==> src/rtl/ex_operand_stage_if.sv <==
// rtl/ex_operand_stage_if.sv - ID/MEM/WB inputs and EX outputs of the operand stage
interface ex_operand_stage_if;
  logic        stall;
  logic        flush;
  logic [31:0] d_qa;
  logic [31:0] d_qb;
  logic [31:0] d_imm;
  logic [4:0]  d_sa;
  logic [4:0]  d_rs;
  logic [4:0]  d_rt;
  logic [4:0]  d_rn;
  logic        d_use_rs;
  logic        d_use_rt;
  logic [3:0]  d_aluc;
  logic        d_aluimm;
  logic        d_shift;
  logic        d_wreg;
  logic        d_m2reg;
  logic        d_wmem;
  logic [4:0]  m_rn;
  logic        m_wreg;
  logic        m_m2reg;
  logic [31:0] m_alu;
  logic [4:0]  w_rn;
  logic        w_wreg;
  logic [31:0] w_data;
  logic [31:0] e_a;
  logic [31:0] e_b;
  logic [3:0]  e_aluc;
  logic [31:0] e_sd;
  logic [4:0]  e_rn;
  logic        e_wreg;
  logic        e_m2reg;
  logic        e_wmem;
  logic        lu_stall;

  modport master (
    output stall, flush, d_qa, d_qb, d_imm, d_sa, d_rs, d_rt, d_rn,
           d_use_rs, d_use_rt, d_aluc, d_aluimm, d_shift, d_wreg, d_m2reg, d_wmem,
           m_rn, m_wreg, m_m2reg, m_alu, w_rn, w_wreg, w_data,
    input  e_a, e_b, e_aluc, e_sd, e_rn, e_wreg, e_m2reg, e_wmem, lu_stall
  );

  modport slave (
    input  stall, flush, d_qa, d_qb, d_imm, d_sa, d_rs, d_rt, d_rn,
           d_use_rs, d_use_rt, d_aluc, d_aluimm, d_shift, d_wreg, d_m2reg, d_wmem,
           m_rn, m_wreg, m_m2reg, m_alu, w_rn, w_wreg, w_data,
    output e_a, e_b, e_aluc, e_sd, e_rn, e_wreg, e_m2reg, e_wmem, lu_stall
  );
endinterface

==> src/rtl/ex_operand_stage.sv <==
// rtl/ex_operand_stage.sv - EX pipeline register with operand forwarding and load-use interlock
module ex_operand_stage (
  input logic           clock,
  input logic           resetn,
  ex_operand_stage_if.slave bus
);

  logic [31:0] qa, qb, imm;
  logic [4:0]  sa, rs, rt, rn;
  logic [3:0]  aluc;
  logic        aluimm, shift, wreg, m2reg, wmem;
  logic        lu_stall;
  logic [31:0] fwd_a, fwd_b;

  // A load in EX cannot supply its data until MEM completes, so a dependent ID op must wait.
  assign lu_stall = m2reg && (rn != 5'd0) &&
                    ((bus.d_use_rs && (bus.d_rs == rn)) || (bus.d_use_rt && (bus.d_rt == rn)));

  always_ff @(posedge clock or negedge resetn) begin
    if (!resetn) begin
      qa <= '0; qb <= '0; imm <= '0; sa <= '0; rs <= '0; rt <= '0; rn <= '0;
      aluc <= '0; aluimm <= 1'b0; shift <= 1'b0;
      wreg <= 1'b0; m2reg <= 1'b0; wmem <= 1'b0;
    end else if (!bus.stall) begin
      if (bus.flush || lu_stall) begin
        qa <= '0; qb <= '0; imm <= '0; sa <= '0; rs <= '0; rt <= '0; rn <= '0;
        aluc <= '0; aluimm <= 1'b0; shift <= 1'b0;
        wreg <= 1'b0; m2reg <= 1'b0; wmem <= 1'b0;
      end else begin
        qa <= bus.d_qa; qb <= bus.d_qb; imm <= bus.d_imm; sa <= bus.d_sa;
        rs <= bus.d_rs; rt <= bus.d_rt; rn <= bus.d_rn;
        aluc <= bus.d_aluc; aluimm <= bus.d_aluimm; shift <= bus.d_shift;
        wreg <= bus.d_wreg; m2reg <= bus.d_m2reg; wmem <= bus.d_wmem;
      end
    end
  end

  // MEM wins over WB; loaded values in MEM are never forwarded, the interlock covers them.
  always_comb begin
    fwd_a = qa;
    if (bus.m_wreg && !bus.m_m2reg && (bus.m_rn != 5'd0) && (bus.m_rn == rs))
      fwd_a = bus.m_alu;
    else if (bus.w_wreg && (bus.w_rn != 5'd0) && (bus.w_rn == rs))
      fwd_a = bus.w_data;
  end

  always_comb begin
    fwd_b = qb;
    if (bus.m_wreg && !bus.m_m2reg && (bus.m_rn != 5'd0) && (bus.m_rn == rt))
      fwd_b = bus.m_alu;
    else if (bus.w_wreg && (bus.w_rn != 5'd0) && (bus.w_rn == rt))
      fwd_b = bus.w_data;
  end

  assign bus.e_a      = shift ? {27'b0, sa} : fwd_a;
  assign bus.e_b      = aluimm ? imm : fwd_b;
  assign bus.e_sd     = fwd_b;
  assign bus.e_aluc   = aluc;
  assign bus.e_rn     = rn;
  assign bus.e_wreg   = wreg;
  assign bus.e_m2reg  = m2reg;
  assign bus.e_wmem   = wmem;
  assign bus.lu_stall = lu_stall;

endmodule

==> src/flat_wrapper.sv <==
// flat-port wrapper written by rule: the top's interface ports become plain ports
module ex_operand_stage_flat 
  (clock, resetn, bus_stall, bus_flush, bus_d_qa, bus_d_qb, bus_d_imm, bus_d_sa, bus_d_rs, bus_d_rt, bus_d_rn, bus_d_use_rs, bus_d_use_rt, bus_d_aluc, bus_d_aluimm, bus_d_shift, bus_d_wreg, bus_d_m2reg, bus_d_wmem, bus_m_rn, bus_m_wreg, bus_m_m2reg, bus_m_alu, bus_w_rn, bus_w_wreg, bus_w_data, bus_e_a, bus_e_b, bus_e_aluc, bus_e_sd, bus_e_rn, bus_e_wreg, bus_e_m2reg, bus_e_wmem, bus_lu_stall);
  ex_operand_stage_if bus_i ();
  input logic clock;
  input logic resetn;
  input wire logic [$bits(bus_i.stall)-1:0] bus_stall;
  input wire logic [$bits(bus_i.flush)-1:0] bus_flush;
  input wire logic [$bits(bus_i.d_qa)-1:0] bus_d_qa;
  input wire logic [$bits(bus_i.d_qb)-1:0] bus_d_qb;
  input wire logic [$bits(bus_i.d_imm)-1:0] bus_d_imm;
  input wire logic [$bits(bus_i.d_sa)-1:0] bus_d_sa;
  input wire logic [$bits(bus_i.d_rs)-1:0] bus_d_rs;
  input wire logic [$bits(bus_i.d_rt)-1:0] bus_d_rt;
  input wire logic [$bits(bus_i.d_rn)-1:0] bus_d_rn;
  input wire logic [$bits(bus_i.d_use_rs)-1:0] bus_d_use_rs;
  input wire logic [$bits(bus_i.d_use_rt)-1:0] bus_d_use_rt;
  input wire logic [$bits(bus_i.d_aluc)-1:0] bus_d_aluc;
  input wire logic [$bits(bus_i.d_aluimm)-1:0] bus_d_aluimm;
  input wire logic [$bits(bus_i.d_shift)-1:0] bus_d_shift;
  input wire logic [$bits(bus_i.d_wreg)-1:0] bus_d_wreg;
  input wire logic [$bits(bus_i.d_m2reg)-1:0] bus_d_m2reg;
  input wire logic [$bits(bus_i.d_wmem)-1:0] bus_d_wmem;
  input wire logic [$bits(bus_i.m_rn)-1:0] bus_m_rn;
  input wire logic [$bits(bus_i.m_wreg)-1:0] bus_m_wreg;
  input wire logic [$bits(bus_i.m_m2reg)-1:0] bus_m_m2reg;
  input wire logic [$bits(bus_i.m_alu)-1:0] bus_m_alu;
  input wire logic [$bits(bus_i.w_rn)-1:0] bus_w_rn;
  input wire logic [$bits(bus_i.w_wreg)-1:0] bus_w_wreg;
  input wire logic [$bits(bus_i.w_data)-1:0] bus_w_data;
  output wire logic [$bits(bus_i.e_a)-1:0] bus_e_a;
  output wire logic [$bits(bus_i.e_b)-1:0] bus_e_b;
  output wire logic [$bits(bus_i.e_aluc)-1:0] bus_e_aluc;
  output wire logic [$bits(bus_i.e_sd)-1:0] bus_e_sd;
  output wire logic [$bits(bus_i.e_rn)-1:0] bus_e_rn;
  output wire logic [$bits(bus_i.e_wreg)-1:0] bus_e_wreg;
  output wire logic [$bits(bus_i.e_m2reg)-1:0] bus_e_m2reg;
  output wire logic [$bits(bus_i.e_wmem)-1:0] bus_e_wmem;
  output wire logic [$bits(bus_i.lu_stall)-1:0] bus_lu_stall;
  assign bus_i.stall = bus_stall;
  assign bus_i.flush = bus_flush;
  assign bus_i.d_qa = bus_d_qa;
  assign bus_i.d_qb = bus_d_qb;
  assign bus_i.d_imm = bus_d_imm;
  assign bus_i.d_sa = bus_d_sa;
  assign bus_i.d_rs = bus_d_rs;
  assign bus_i.d_rt = bus_d_rt;
  assign bus_i.d_rn = bus_d_rn;
  assign bus_i.d_use_rs = bus_d_use_rs;
  assign bus_i.d_use_rt = bus_d_use_rt;
  assign bus_i.d_aluc = bus_d_aluc;
  assign bus_i.d_aluimm = bus_d_aluimm;
  assign bus_i.d_shift = bus_d_shift;
  assign bus_i.d_wreg = bus_d_wreg;
  assign bus_i.d_m2reg = bus_d_m2reg;
  assign bus_i.d_wmem = bus_d_wmem;
  assign bus_i.m_rn = bus_m_rn;
  assign bus_i.m_wreg = bus_m_wreg;
  assign bus_i.m_m2reg = bus_m_m2reg;
  assign bus_i.m_alu = bus_m_alu;
  assign bus_i.w_rn = bus_w_rn;
  assign bus_i.w_wreg = bus_w_wreg;
  assign bus_i.w_data = bus_w_data;
  assign bus_e_a = bus_i.e_a;
  assign bus_e_b = bus_i.e_b;
  assign bus_e_aluc = bus_i.e_aluc;
  assign bus_e_sd = bus_i.e_sd;
  assign bus_e_rn = bus_i.e_rn;
  assign bus_e_wreg = bus_i.e_wreg;
  assign bus_e_m2reg = bus_i.e_m2reg;
  assign bus_e_wmem = bus_i.e_wmem;
  assign bus_lu_stall = bus_i.lu_stall;
  ex_operand_stage u_core (.clock(clock), .resetn(resetn), .bus(bus_i));
endmodule
==> config.mk <==
export PLATFORM = sky130hd
export DESIGN_NAME = ex_operand_stage_flat
export DESIGN_NICKNAME = d
export VERILOG_FILES = /design/src/rtl/ex_operand_stage_if.sv /design/src/rtl/ex_operand_stage.sv /design/src/flat_wrapper.sv
export SDC_FILE = /design/constraint.sdc
export NUM_CORES = 1
export LEC_CHECK = 0
export CORE_MARGIN = 10
export CORE_UTILIZATION = 49
export CTS_BUF_LIST = sky130_fd_sc_hd__clkbuf_8
export CTS_CLUSTER_DIAMETER = 100
export DETAILED_ROUTE_END_ITERATION = 16
export MAX_ROUTING_LAYER = met4
export PLACE_DENSITY = 0.89
export SYNTH_ARGS = -nofsm -noshare
export SYNTH_HDL_FRONTEND = slang
export SYNTH_SLANG_ARGS = --single-unit
==> constraint.sdc <==
create_clock -name clock -period 4.4 [get_ports clock]
set_input_delay 1.1 -clock clock [delete_from_list [all_inputs] [get_ports clock]]
set_output_delay 1.1 -clock clock [all_outputs]
set_load 0.02 [all_outputs]
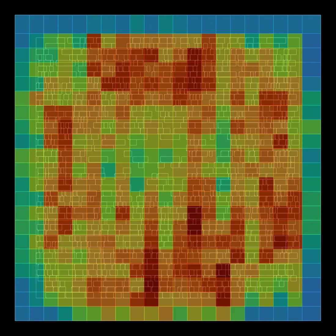
Fig. 1. Routing congestion map (run 1).
Util after Layout: 75.8%
met2 Use GR: 46.8%
M1 GR Usage: 31.9%
met3 Resource Use GR: 6.48%
All-Layer GR Usage: 28.0%

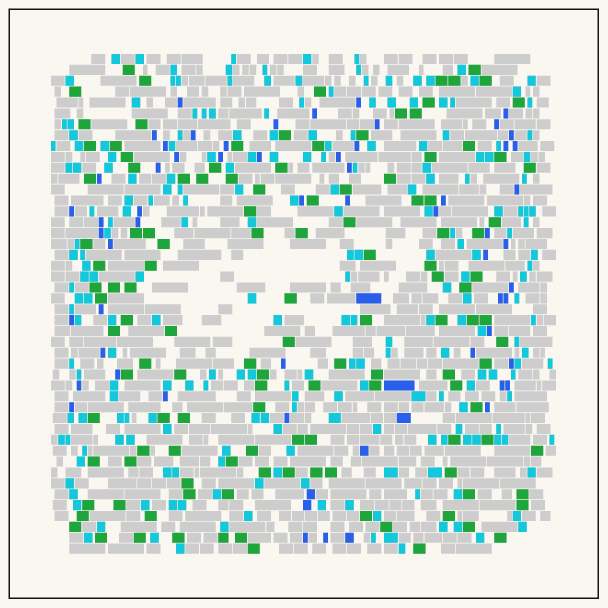
Fig. 2. Selected gate families (run 1).
Scale: 4 px per um.
Key: AND-OR and OR-AND gates = green [cells 127, where all over the die]; NAND gates = blue [cells 63]; NOR gates = cyan [cells 230, where all over the die]

==> impl_metrics.csv, run 1 <==
group,metric,value,unit
timing,post-route-worst-setup-slack,0.000632,ns
drt,met3RoutedLength,2350,um
synth,yosysWarnings,0,
synth,fp_nets,1040,
run_status,status,"finished, final reports clean",
synth,top_area_cell,"dfrtp_1",
setup_path,critPathMaxFanout,10,
min_path,hold_start,"u_core.qa[31]$_DFFE_PN0N_",
layout,layout-drive-gt1-share,21.6,%
layout,nets,1344,
global_route,antenna_found_initial,3,
setup_path,critPathLaunchType,"input pin",
timing,max_freq,227,MHz
floorplan,die.size.y,147,um
timing,drv_slew,0,
synth,synth_area_per_cell,9.48,sq um
drt,dr.max_layer_used,"met4",
setup_path,rrSetupSlack,2.10,ns
timing,slew-limit-headroom,45.3,%
place,place.gp.congestion,0.948,
cts,cts_hold_buf,0,
place,dpl_cell_area,11400,sq um
drt,ant_nets,0,
floorplan,die-width,147,um
synth,synthAdderAreaFrac,0,%
timing,setup_viol_count_final,0,
synth,synth.most_common_cell,"nor2b_1",
setup_path,cp.required,3.30,ns
synth,area_leaders,"dfrtp_1 (40%), a22o_1 (14%), nor2b_1 (10%), a221oi_2 (5.7%), mux2i_1 (4.7%)",
synth,aoi_share,25.9,%
floorplan,initCoreUtil,49.8,%
drt,wl_met1,11700,um
setup_path,crit_type,"input pin to output port",
setup_path,r2r_end,"u_core.qa[30]$_DFFE_PN0N_",
layout,fillers,1120,
cts,post_cts_buffers,0,
place,place_ws,-0.622,ns
layout,ff_latch_area,3130,sq um
cts,numCtsBuffers,17,
power_and_ir_drop,p_per_area,278,nW/um^2
cts,cts_max_level,4,
setup_path,startpoint,"bus_w_rn[1]",
cts,clk_pin_slew,0.07,ns
synth,ys_sh_mux,4.69,%
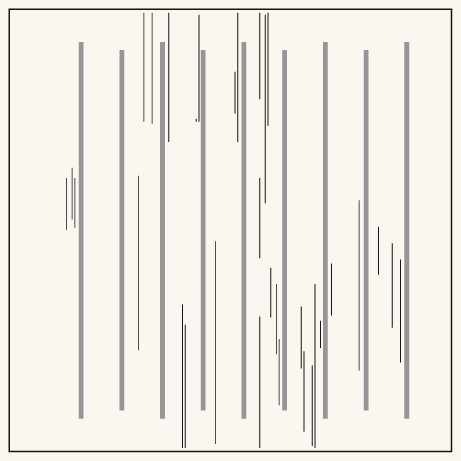
Fig. 3. Signal wires on met4 (run 1).
Scale: 3 px per um. Supply wires on this layer in grey.
The layer carries 1020 um of wire. The longest straight run is 67.3 um. The layer holds 3.3% of the routed length. The wires run mostly vertical. 30 nets have wire on it.

-- run 1: placed cells by master, fill, tap and decap left out, types with 23 or more instances in the layout --
cell | netlist | final
a21oi_1 | 33 | 32
a221oi_2 | 30 | 31
a22o_1 | 125 | 125
buf_2 | 11 | 52
buf_4 | 3 | 39
clkdlybuf4s50_1 | 0 | 214
dfrtp_1 | 125 | 124
inv_1 | 37 | 42
mux2i_4 | 0 | 23
nand2_1 | 56 | 56
nor2_1 | 62 | 61
nor2b_1 | 126 | 125
nor3_1 | 42 | 38
-- run 1: area by class of cell --
type / count / share of cell area (%)
clock inverter: 14 / 0.907
timing repair buffer: 364 / 28.7
tap: 216 / 2.25
inverter: 37 / 1.16
multi-input combinational: 591 / 38.8
sequential: 125 / 26.1
clock buffer: 18 / 2.06
antenna: 3 / 0.0626
-- run 1: registers in the layout (all words and copies together), names as in the netlist --
| signal | flops |
|---|---|
| u_core.rs | 5 |
| u_core.bus.e_m2reg | 1 |
| u_core.rt | 5 |
| u_core.qa | 32 |
| u_core.bus.e_wreg | 1 |
| u_core.qb | 32 |
| u_core.bus.e_wmem | 1 |
| u_core.bus.e_aluc | 4 |
| u_core.bus.e_rn | 5 |
| u_core.aluimm | 1 |
| u_core.imm | 32 |
| u_core.shift | 1 |
| u_core.sa | 5 |
-- run 1: critical path, delay by kind of cell --
kind / cells / cell delay (ns)
buf+inv: 3 / 0.95
compound gates: 2 / 0.37
simple gates: 2 / 0.58
mux: 1 / 0.28
-- run 1: report_power, final --
part	leakage [nW]	internal [mW]	total (mW)	switching, mW
Combinational	3.31	0.540	1.08	0.542
Clock	0.195	0.451	0.920	0.468
Sequential	1.63	1.24	1.33	0.0929
Total	5.13	2.23	3.33	1.10
==> inputs of run 2 (changes only) <==
- CELL_PAD_IN_SITES_DETAIL_PLACEMENT: unset -> 0
- CELL_PAD_IN_SITES_GLOBAL_PLACEMENT: unset -> 2
- CORE_UTILIZATION: 49 -> 28
- PLACE_DENSITY: 0.89 -> unset
- PLACE_DENSITY_LB_ADDON: unset -> 0.1
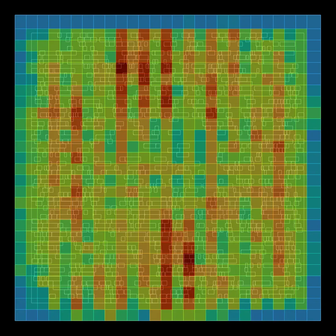
Fig. 4. Routing congestion map (run 2).
All-Layer GR Usage: 18.8%
Util after Layout: 44.2%
Routed wire per std cell: 21.5 um

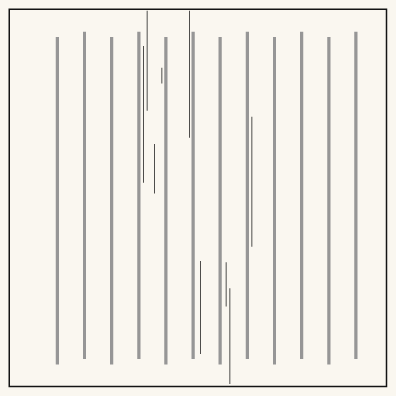
Fig. 5. Signal wires on met4 (run 2).
Scale: 2 px per um. Supply wires on this layer in grey.
The layer carries 393 um of wire. The longest straight run is 68.0 um.

==> run 2 against run 1 <==
  * First-iteration DRC count shrank 31%
  * Combinational power is essentially flat
  * Sequential power about the same
  * Worst hold slack gained 0.0030 ns
  * Maximum frequency increased by 1.3%
  * Power rose by 3.6%
  * Clock power grew about 20%
  * Sequential share of layout area shrank 0.56 points
  * Via count down 7.4%
  * Die size rose by 64%
  * Cell count grew 12%
  * Non-clock buffer count is 2 lower
  * Critical path type unchanged
  * Critical endpoint is now bus_e_sd[14]
  * Largest cell class unchanged
  * Highest routed layer unchanged
==> impl_metrics.csv, run 2 <==
group,metric,value,unit
run_status,status,"finished, final reports clean",
floorplan,initCoreUtil,28.4,%
power_and_ir_drop,p_comb,1.06,mW
power_and_ir_drop,swShare,33.7,%
synth,top_area_cell,"dfrtp_1",
layout,largestRegisters,"u_core.imm (32), u_core.qa (32), u_core.qb (32)",
synth,ys_sh_mux,4.69,%
layout,layout-drive-gt1-share,20.3,%
layout,syn_to_final_growth,55.6,%
drt,ant_nets,0,
cts,numCtsBuffers,17,
setup_path,cp.required,3.30,ns
power_and_ir_drop,p_switching,1.16,mW
power_and_ir_drop,p_int,2.29,mW
cts,cts_hold_buf,0,
run,warnings,31,
synth,ys_sh_simple,19.4,%
power_and_ir_drop,p_seq_share,38.6,%
setup_path,critPathLaunchType,"input pin",
setup_path,r2r_end,"u_core.imm[22]$_DFFE_PN0N_",
timing,finClkSkew,0.0258,ns
floorplan,die-width,188,um
place,place.gp.congestion,0.839,
drt,drtIter0Drc,416,
timing,max_freq,230,MHz
floorplan,die.size.y,188,um
floorplan,io_pins,317,
place,io_buffers,316,
cts,post_cts_buffers,5,
synth,area_leaders,"dfrtp_1 (40%), a22o_1 (14%), nor2b_1 (10%), a221oi_2 (5.7%), mux2i_1 (4.7%)",
synth,yosysWarnings,0,
min_path,hold_start,"u_core.qa[25]$_DFFE_PN0N_",
global_route,antenna_found_initial,4,
layout,nets,1342,
layout,lay_top_cells,"clkdlybuf4s50_1 (213), nor2b_1 (126), a22o_1 (125), dfrtp_1 (123), nor2_1 (62)",
power_and_ir_drop,p_per_area,281,nW/um^2
timing,drv_slew,0,
synth,synth.most_common_cell,"nor2b_1",
power_and_ir_drop,p_seq,1.33,mW
cts,cts_max_level,4,
layout,layout_top_cell,"clkdlybuf4s50_1",
layout,fillers,2781,
run,maxCapViolCount,0,
power_and_ir_drop,top_power_group,"registers",
synth,synth_area_per_cell,9.48,sq um
power_and_ir_drop,power_frac_clock,30.6,%
timing,slew-limit-headroom,35.3,%
synth,synthAdderAreaFrac,0,%
power_and_ir_drop,p_total,3.45,mW
power_and_ir_drop,pg_clk,1.06,mW
power_and_ir_drop,pwr-share-comb,30.8,%
timing,final.period_utilization,98.7,%
cts,clk_pin_slew,0.07,ns
setup_path,critPathMaxFanout,5,
synth,aoi_share,25.9,%
setup_path,crit_type,"input pin to output port",
setup_path,rrSetupSlack,2.15,ns
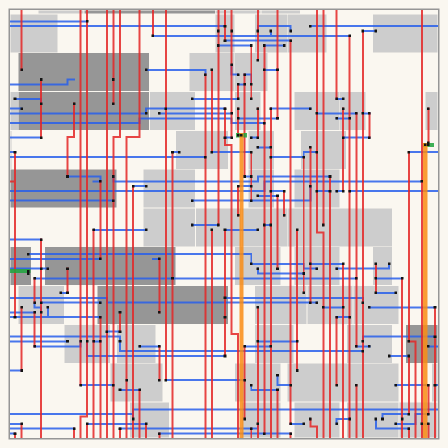
Fig. 6. Zoomed window (run 2).
Region (79, 41) to (109, 71) um. Cells in grey, sequential cells in the stronger grey; small squares are vias.
Key: metal 4 = orange; metal 2 = red; metal 3 = green; metal 1 = blue
Netlist names of flops here include u_core.rs (3), u_core.rt (2). Sequential cells in the window: 5. Most frequent: xor2_1 (10), buf_4 (6), dfrtp_1 (5). 44 logic cells have their middle in the window.

## run 2: layout make-up
| class | count | area [sq um] | share of cell area (%) |
|---|---|---|---|
| Clock buffer | 17 | 234 | 1.91 |
| Timing Repair Buffer | 362 | 3540 | 28.8 |
| Inverter | 37 | 139 | 1.13 |
| Tap cell | 378 | 473 | 3.85 |
| Antenna cell | 4 | 10.0 | 0.0815 |
| Multi-Input combinational cell | 591 | 4590 | 37.4 |
| Sequential cell | 125 | 3130 | 25.5 |
| Clock inverter | 15 | 161 | 1.31 |
## run 2: worst max path at each step
stage / from / slack [ns] / to
finish: bus_w_rn[4] / 0.06 / bus_e_sd[14]
CTS: bus_w_rn[3] / 0.002 / bus_e_b[28]
global route: bus_w_rn[4] / -0.02 / bus_e_a[4]
floorplan: bus_w_rn[4] / 0.32 / bus_e_a[2]
detailed placement: bus_w_rn[4] / -0.47 / bus_e_a[16]
global placement: bus_w_rn[4] / -0.50 / bus_e_a[17]
## run 2: metal layers
layer | track usage (%) | vias to the layer above | share of wire, %
li1 | - | 3609 | -
met1 | 23.5 | 3537 | 45
met2 | 29.4 | 212 | 47
met3 | 5.62 | 21 | 6.1
met4 | 3.97 | 0 | 1.2
met5 | - | - | 0
## run 2: worst max-delay path, delay by kind of cell
family                 cells  cell delay (ns)
multiplexers               1             0.25
AND/OR/NAND/NOR            2             0.63
buffers and inverters      4             0.92
AND-OR/OR-AND              2             0.34
## run 2: per-stage QoR
| stage | setup slack, ns | cell area [sq um] |
|---|---|---|
| floorplan | 0.318 | 7890 |
| global placement | -0.500 | 11600 |
| detailed placement | -0.471 | 11600 |
| CTS | 0.00242 | 12200 |
| global route | -0.0223 | 12300 |
| finish | 0.0566 | 12300 |
Power and IR drop assume default switching activity.
